**Run 1: cell classes on the final placement**

The bar under the picture is 50 um long. Fill, decap, tap and diode cells in grey.
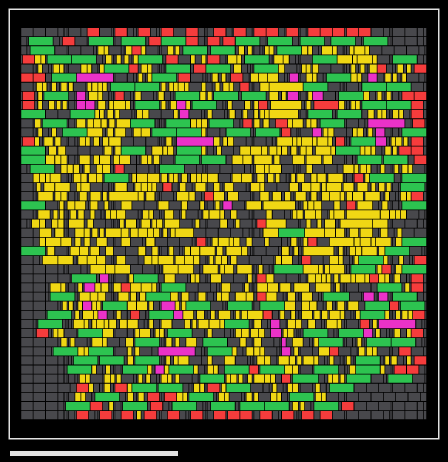
**Run 1: met4 routing**

The bar under the picture is 50 um long.
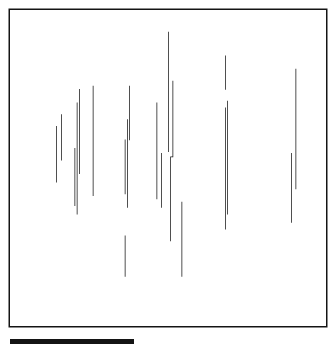
**Run 1: gate families picked out**

The bar under the picture is 50 um long.
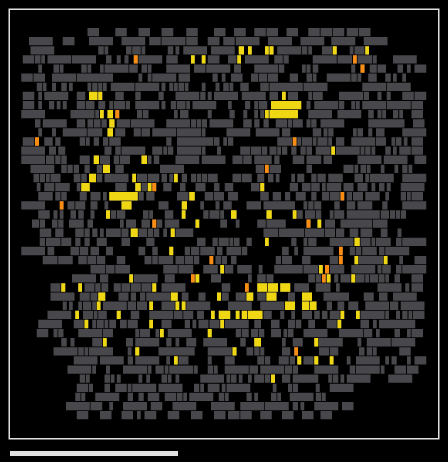
[config.mk]
export PLATFORM = sky130hd
export DESIGN_NAME = run_monitor
export DESIGN_NICKNAME = d
export VERILOG_FILES = /design/src/rtl/run_monitor.sv
export SDC_FILE = /design/constraint.sdc
export NUM_CORES = 1
export LEC_CHECK = 0
export CAP_MARGIN = 20
export CORE_MARGIN = 3
export CORE_UTILIZATION = 50
export CTS_BUF_LIST = sky130_fd_sc_hd__clkbuf_4
export DETAILED_ROUTE_END_ITERATION = 10
export PLACE_DENSITY = 0.71
export SETUP_SLACK_MARGIN = 0.4
export SYNTH_ARGS = -nofsm -noshare
export SYNTH_HDL_FRONTEND = slang
export SYNTH_SLANG_ARGS = --single-unit
[constraint.sdc]
create_clock -name clk -period 3.2 [get_ports clk]
set_input_delay 0.64 -clock clk [delete_from_list [all_inputs] [get_ports clk]]
set_output_delay 0.64 -clock clk [all_outputs]
set_load 0.05 [all_outputs]
[src/rtl/run_monitor.sv]
// run_monitor
//   Launch and measurement stage between the stimulus driver and the design top.
//   A start request becomes a single-cycle enable pulse. The stage then counts
//   cycles until top raises valid, or declares a hang at TIMEOUT_CYC. Results
//   are accumulated over a batch of 2**LOG2_RUNS runs, and the average latency
//   is reported once the batch is complete.
//
// Ports
//   clk        in   1            clock, rising edge
//   srst       in   1            synchronous reset, active-high
//   start      in   1            run request, level sampled
//   enable     out  1            one-cycle launch pulse to top
//   valid      in   1            completion from top, sampled only while running
//   busy       out  1            a run is being launched or measured
//   done       out  1            one-cycle pulse on normal completion
//   latency    out  CNT_W        latency of the last completed run
//   run_num    out  LOG2_RUNS+1  completed runs in the current batch
//   avg_cyc    out  CNT_W        batch average latency, meaningful when avg_valid
//   avg_valid  out  1            batch complete, held until srst
//   timeout    out  1            sticky hang flag, cleared only by srst
module run_monitor #(
    parameter int CNT_W       = 32,
    parameter int TIMEOUT_CYC = 1000000,
    parameter int LOG2_RUNS   = 2,
    parameter int ACC_W       = 40
) (
    input  logic                 clk,
    input  logic                 srst,
    input  logic                 start,
    output logic                 enable,
    input  logic                 valid,
    output logic                 busy,
    output logic                 done,
    output logic [CNT_W-1:0]     latency,
    output logic [LOG2_RUNS:0]   run_num,
    output logic [CNT_W-1:0]     avg_cyc,
    output logic                 avg_valid,
    output logic                 timeout
);

    localparam logic [2:0] ST_IDLE   = 3'd0;
    localparam logic [2:0] ST_LAUNCH = 3'd1;
    localparam logic [2:0] ST_RUN    = 3'd2;
    localparam logic [2:0] ST_DONE   = 3'd3;
    localparam logic [2:0] ST_HUNG   = 3'd4;

    localparam logic [LOG2_RUNS:0] RUNS_FULL   = {1'b1, {LOG2_RUNS{1'b0}}};
    localparam logic [CNT_W-1:0]   TIMEOUT_VAL = CNT_W'(TIMEOUT_CYC);

    logic [2:0]         state_r;
    logic [2:0]         state_nxt_s;
    logic [CNT_W-1:0]   counter_r;
    logic [ACC_W-1:0]   total_r;
    logic               enable_r;
    logic               busy_r;
    logic               done_r;
    logic [CNT_W-1:0]   latency_r;
    logic [LOG2_RUNS:0] run_num_r;
    logic [CNT_W-1:0]   avg_cyc_r;
    logic               avg_valid_r;
    logic               timeout_r;
    logic               run_done_s;
    logic               at_limit_s;
    logic               batch_full_s;

    assign run_done_s   = (state_r == ST_RUN) && valid;
    assign at_limit_s   = (counter_r == TIMEOUT_VAL);
    assign batch_full_s = (run_num_r == RUNS_FULL);

    // Next-state decode. valid takes priority over the timeout threshold.
    always_comb begin
        state_nxt_s = state_r;
        case (state_r)
            ST_IDLE, ST_DONE: begin
                if (start && !batch_full_s) begin
                    state_nxt_s = ST_LAUNCH;
                end else begin
                    state_nxt_s = state_r;
                end
            end
            ST_LAUNCH: state_nxt_s = ST_RUN;
            ST_RUN: begin
                if (valid) begin
                    state_nxt_s = ST_DONE;
                end else if (at_limit_s) begin
                    state_nxt_s = ST_HUNG;
                end else begin
                    state_nxt_s = ST_RUN;
                end
            end
            ST_HUNG: state_nxt_s = ST_HUNG;
            default: state_nxt_s = ST_IDLE;
        endcase
    end

    // State, measurement and registered outputs. Outputs are decoded from the
    // next state so they line up with the state register without any
    // combinational path from inputs to outputs.
    always_ff @(posedge clk) begin
        if (srst) begin
            state_r     <= ST_IDLE;
            counter_r   <= {CNT_W{1'b0}};
            total_r     <= {ACC_W{1'b0}};
            enable_r    <= 1'b0;
            busy_r      <= 1'b0;
            done_r      <= 1'b0;
            latency_r   <= {CNT_W{1'b0}};
            run_num_r   <= {(LOG2_RUNS+1){1'b0}};
            avg_cyc_r   <= {CNT_W{1'b0}};
            avg_valid_r <= 1'b0;
            timeout_r   <= 1'b0;
        end else begin
            state_r   <= state_nxt_s;
            enable_r  <= (state_nxt_s == ST_LAUNCH);
            busy_r    <= (state_nxt_s == ST_LAUNCH) || (state_nxt_s == ST_RUN);
            timeout_r <= (state_nxt_s == ST_HUNG);
            done_r    <= run_done_s;

            // Counter reads 1 in the first RUN cycle, so latency = Tv - T0.
            if (state_r == ST_LAUNCH) begin
                counter_r <= CNT_W'(1);
            end else if ((state_r == ST_RUN) && !valid && !at_limit_s) begin
                counter_r <= counter_r + CNT_W'(1);
            end else begin
                counter_r <= counter_r;
            end

            if (run_done_s) begin
                latency_r <= counter_r;
                run_num_r <= run_num_r + (LOG2_RUNS+1)'(1);
                total_r   <= total_r + ACC_W'(counter_r);
            end else begin
                latency_r <= latency_r;
                run_num_r <= run_num_r;
                total_r   <= total_r;
            end

            // Average follows the final accumulation by one cycle; the total
            // is frozen once the batch is full, so it stays stable afterwards.
            if (batch_full_s) begin
                avg_cyc_r   <= CNT_W'(total_r >> LOG2_RUNS);
                avg_valid_r <= 1'b1;
            end else begin
                avg_cyc_r   <= avg_cyc_r;
                avg_valid_r <= avg_valid_r;
            end
        end
    end

    assign enable    = enable_r;
    assign busy      = busy_r;
    assign done      = done_r;
    assign latency   = latency_r;
    assign run_num   = run_num_r;
    assign avg_cyc   = avg_cyc_r;
    assign avg_valid = avg_valid_r;
    assign timeout   = timeout_r;

endmodule

==> qor.yml, run 1 <==
status:
  run_status: "complete, no violations"
finish:
  fraction_of_layout_instances_using_a_drive_strength_above_1_pct: 9.14
  area_growth_pct: 19.1
  final-clk-cell-share_pct: 4.09
  logic_gates: 719
  layout.non_clock_buffers: 105
worst_hold_path:
  timing.hold.worst_endpoint: "avg_cyc[20]"
  hp-class: "in2reg"
logic_synthesis:
  synth-edff-count: 0
  synthesis.area_um2: 7400
  synthAoiAreaFrac_pct: 19.8
  synth_cell_types: 74
routing:
  antenna_left: 0
  wl_met3_um: 941
pwr:
  seq-power_mw: 1.78
  powerClk_mw: 1.43
  peakVddDrop_uv: 305
clock_tree:
  cts.repair.resized: 4
  clk_path_buf_depth: 2
  cts_num_sinks: 141
critical_path:
  critical_path_peak_fanout: 3
  worstSetupPathType: "reg2reg"
  critical-path-max-stage-delay_ns: 0.49
  cp_cell_sequence: "ha_4 > inv_1 > fa_1 > and2b_2 > o2111ai_4 > a32oi_2 > a21oi_4 > o21a_1 > and4_1 > or4_4"
final_timing:
  skew_ns: 0.0249
  worst-slew-pin-transition_ns: 0.892
  slew_headroom_pct: 40.5
  hold_viol_final: 0
flow_run:
  warnings: 29
  max-cap-violations: 0
placement:
  gpl.final_weighted_congestion: 0.933
  placed_cells_incl_taps: 1158
floorplan:
  tapCellCount: 180
About 'cell classes on the final placement':
red -> remaining buffers and delay cells  # cells 105, share of their area 11%
yellow -> combinational and other logic  # cells 739, share of their area 51%
magenta -> clock drivers and dummy loads  # cells 32, share of their area 4.2%
green -> sequential cells  # cells 141, share of their area 33%
total non-filler cell area in the finished layout: 8810 um^2
Final Util: 62.3%
FP Rows: 43

About 'met4 routing':
longest straight run = 49.0 um
share of all routed wire = 3.5%
wire length on this layer = 671 um
main direction = vertical

About 'gate families picked out':
orange -> inv cells  # cells 20
yellow -> nor cells  # cells 98
post-layout instance count excluding filler cells: 1197
combinational fraction of the cell area: 49.2%
most used logic cell in the final layout: nand2_1

**Run 1: metal layers overlaid**

The bar under the picture is 50 um long.
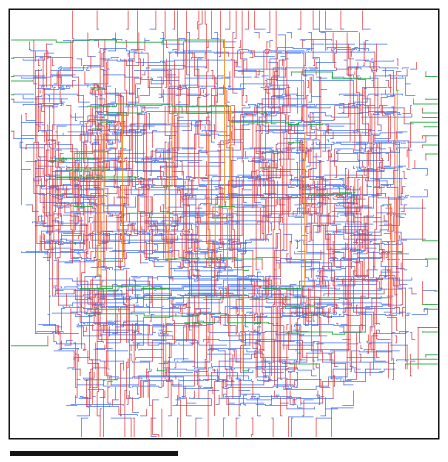

--- run 2 (diff from run 1) ---
==> constraint.sdc (replaced) <==
create_clock -name clk -period 3.2 [get_ports clk]
set_input_delay 0.8 -clock clk [delete_from_list [all_inputs] [get_ports clk]]
set_output_delay 0.8 -clock clk [all_outputs]
set_load 0.05 [all_outputs]
**Run 2: metal layers overlaid**

The bar under the picture is 50 um long.
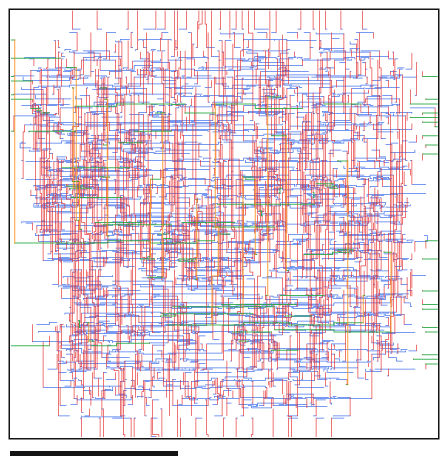
orange -> metal 4  # wire length 622 um
blue -> metal 1  # wire length 8780 um
red -> metal 2  # wire length 9640 um
green -> metal 3  # wire length 803 um
drt wl/cell: 16.5 um
vias post-DR: 6777
wire length reported by the detailed router: 19.8 mm
combined global-route utilization of all metal layers: 24.8%

==> run 2 against run 1 <==
  * Core utilization down 0.65 points
  * Flip-flop count is the same
  * Power is 12% lower
  * Hold slack better by 0.094 ns
  * Critical path type unchanged
==> qor.yml, run 2 <==
routing:
  wl_met3_um: 802  # -15%
  antenna_left: 0  # unchanged
placement:
  gpl.final_weighted_congestion: 0.911  # -2.3%
  placed_cells_incl_taps: 1161  # +0.26%
finish:
  combAreaFraction_pct: 49.7  # +0.52 points
  layout.non_clock_buffers: 108  # +2.9%
  fraction_of_layout_instances_using_a_drive_strength_above_1_pct: 9.51  # +0.37 points
  finish.instance_area_um2: 8720  # -1.1%
  logic_gates: 719  # unchanged
  area_growth_pct: 17.9
  layoutNonFillerInstCount: 1201  # +0.33%
final_timing:
  hold_viol_final: 0  # unchanged
  worst-slew-pin-transition_ns: 0.689  # -0.203 ns
  skew_ns: 0.0130  # -0.0119 ns
critical_path:
  critical-path-max-stage-delay_ns: 0.49  # about the same
  cp_cell_sequence: "ha_2 > inv_1 > fa_2 > and2b_2 > o2111ai_4 > a32oi_2 > a21oi_4 > o21a_4 > and4_1 > or4_4"
  worstSetupPathType: "reg2reg"
  critical_path_peak_fanout: 6  # +3
flow_run:
  max-cap-violations: 0  # unchanged
pwr:
  seq-power_mw: 1.78  # about the same
  powerClk_mw: 1.03  # -28%
logic_synthesis:
  synthesis.area_um2: 7400  # unchanged
  synthAoiAreaFrac_pct: 19.8  # unchanged
  synth_cell_types: 74  # unchanged
worst_hold_path:
  timing.hold.worst_endpoint: "avg_cyc[2]"
  hp-class: "reg2reg"
status:
  run_status: "complete, no violations"
clock_tree:
  cts.repair.resized: 3  # -1
  cts_num_sinks: 141  # unchanged
  clk_path_buf_depth: 2  # unchanged
floorplan:
  tapCellCount: 180  # unchanged
**Run 2: gate families picked out**

The bar under the picture is 50 um long.
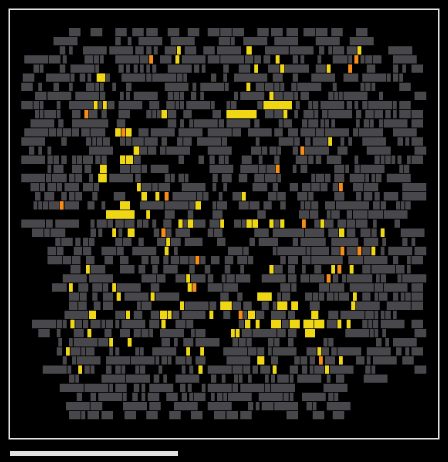

--- run 3 (diff from run 2) ---
--- a/config.mk
+++ b/config.mk
@@ -10,7 +10,8 @@
 export CORE_UTILIZATION = 50
 export CTS_BUF_LIST = sky130_fd_sc_hd__clkbuf_4
 export DETAILED_ROUTE_END_ITERATION = 10
-export PLACE_DENSITY = 0.71
+export GPL_TIMING_DRIVEN = 0
+export PLACE_DENSITY_LB_ADDON = 0.1
 export SETUP_SLACK_MARGIN = 0.4
 export SYNTH_ARGS = -nofsm -noshare
 export SYNTH_HDL_FRONTEND = slang
**Run 3: gate families picked out**

The bar under the picture is 50 um long.
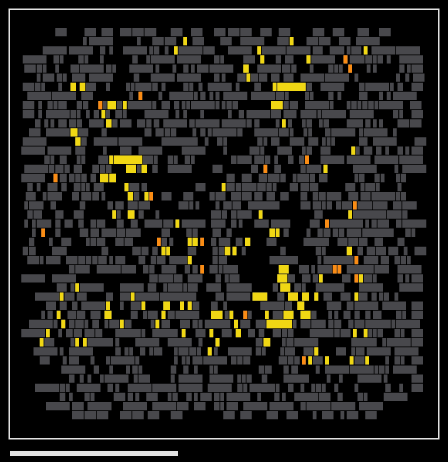
yellow -> nor cells  # cells 98
orange -> inv cells  # cells 20

==> run 3 against run 2 <==
  * Combinational power grew about 10%
  * Register-to-register slack better by 0.02 ns
  * Die area unchanged
  * Clock power grew 9%
  * Sequential power about the same
  * Core utilization up 0.65 points
  * Clock skew shrank 0.0015 ns
  * Design area is 1.1% higher
  * Critical path depth stayed put
  * Largest power group unchanged
==> qor.yml, run 3 <==
routing:
  wl_met3_mm: 1.26  # +57%
  antenna_left: 0  # unchanged
  drt_wl_cell_um: 17.0  # +2.8%
  totalWireLength_mm: 20.9  # +5.2%
floorplan:
  tapCellCount: 180  # unchanged
  floorplan.die_area_um2: 16300
logic_synthesis:
  largest_area_cell: "dfxtp_1"
  seq_area_frac_synth_pct: 38.2
  yosys_warn_count: 0
  synth_cell_types: 74  # unchanged
  synthAoiAreaFrac_pct: 19.8  # unchanged
  synthesis.area_um2: 7400  # unchanged
finish:
  layout.non_clock_buffers: 136  # +26%
  fraction_of_layout_instances_using_a_drive_strength_above_1_pct: 8.68  # -0.83 points
  logic_gates: 719  # unchanged
  layoutNonFillerInstCount: 1229  # +2.3%
  finish.instance_area_um2: 8810  # +1.1%
  area_growth_pct: 19.1
  final-clk-cell-share_pct: 3.02
  antenna_diode_count: 1
  combAreaFraction_pct: 49.3  # -0.37 points
clock_tree:
  cts_num_sinks: 141  # unchanged
  clk_path_buf_depth: 2  # unchanged
placement:
  placed_cells_incl_taps: 1188  # +2.3%
  gpl.final_weighted_congestion: 0.925  # +1.5%
critical_path:
  worstSetupPathType: "reg2reg"
  cp_cell_sequence: "ha_4 > inv_1 > fa_2 > and2b_2 > o2111ai_4 > a32oi_4 > a21oi_4 > o21a_4 > and4_1 > or4_4"
  critical-path-max-stage-delay_ns: 0.49  # about the same
final_timing:
  hold_viol_final: 0  # unchanged
  hold_slack_ns: 0.461
  worst-slew-pin-transition_ns: 0.899  # +0.210 ns
worst_hold_path:
  hp-class: "reg2reg"
  timing.hold.worst_endpoint: "avg_cyc[1]"
status:
  run_status: "complete, no violations"
grt:
  wire_length_of_the_first_global_routing_pass_mm: 33.4
pwr:
  peakVddDrop_uv: 286
  seq-power_mw: 1.78  # about the same
  powerClk_mw: 1.12  # +9%
  seq_power_share_pct: 57.6
Power and IR drop assume default switching activity.
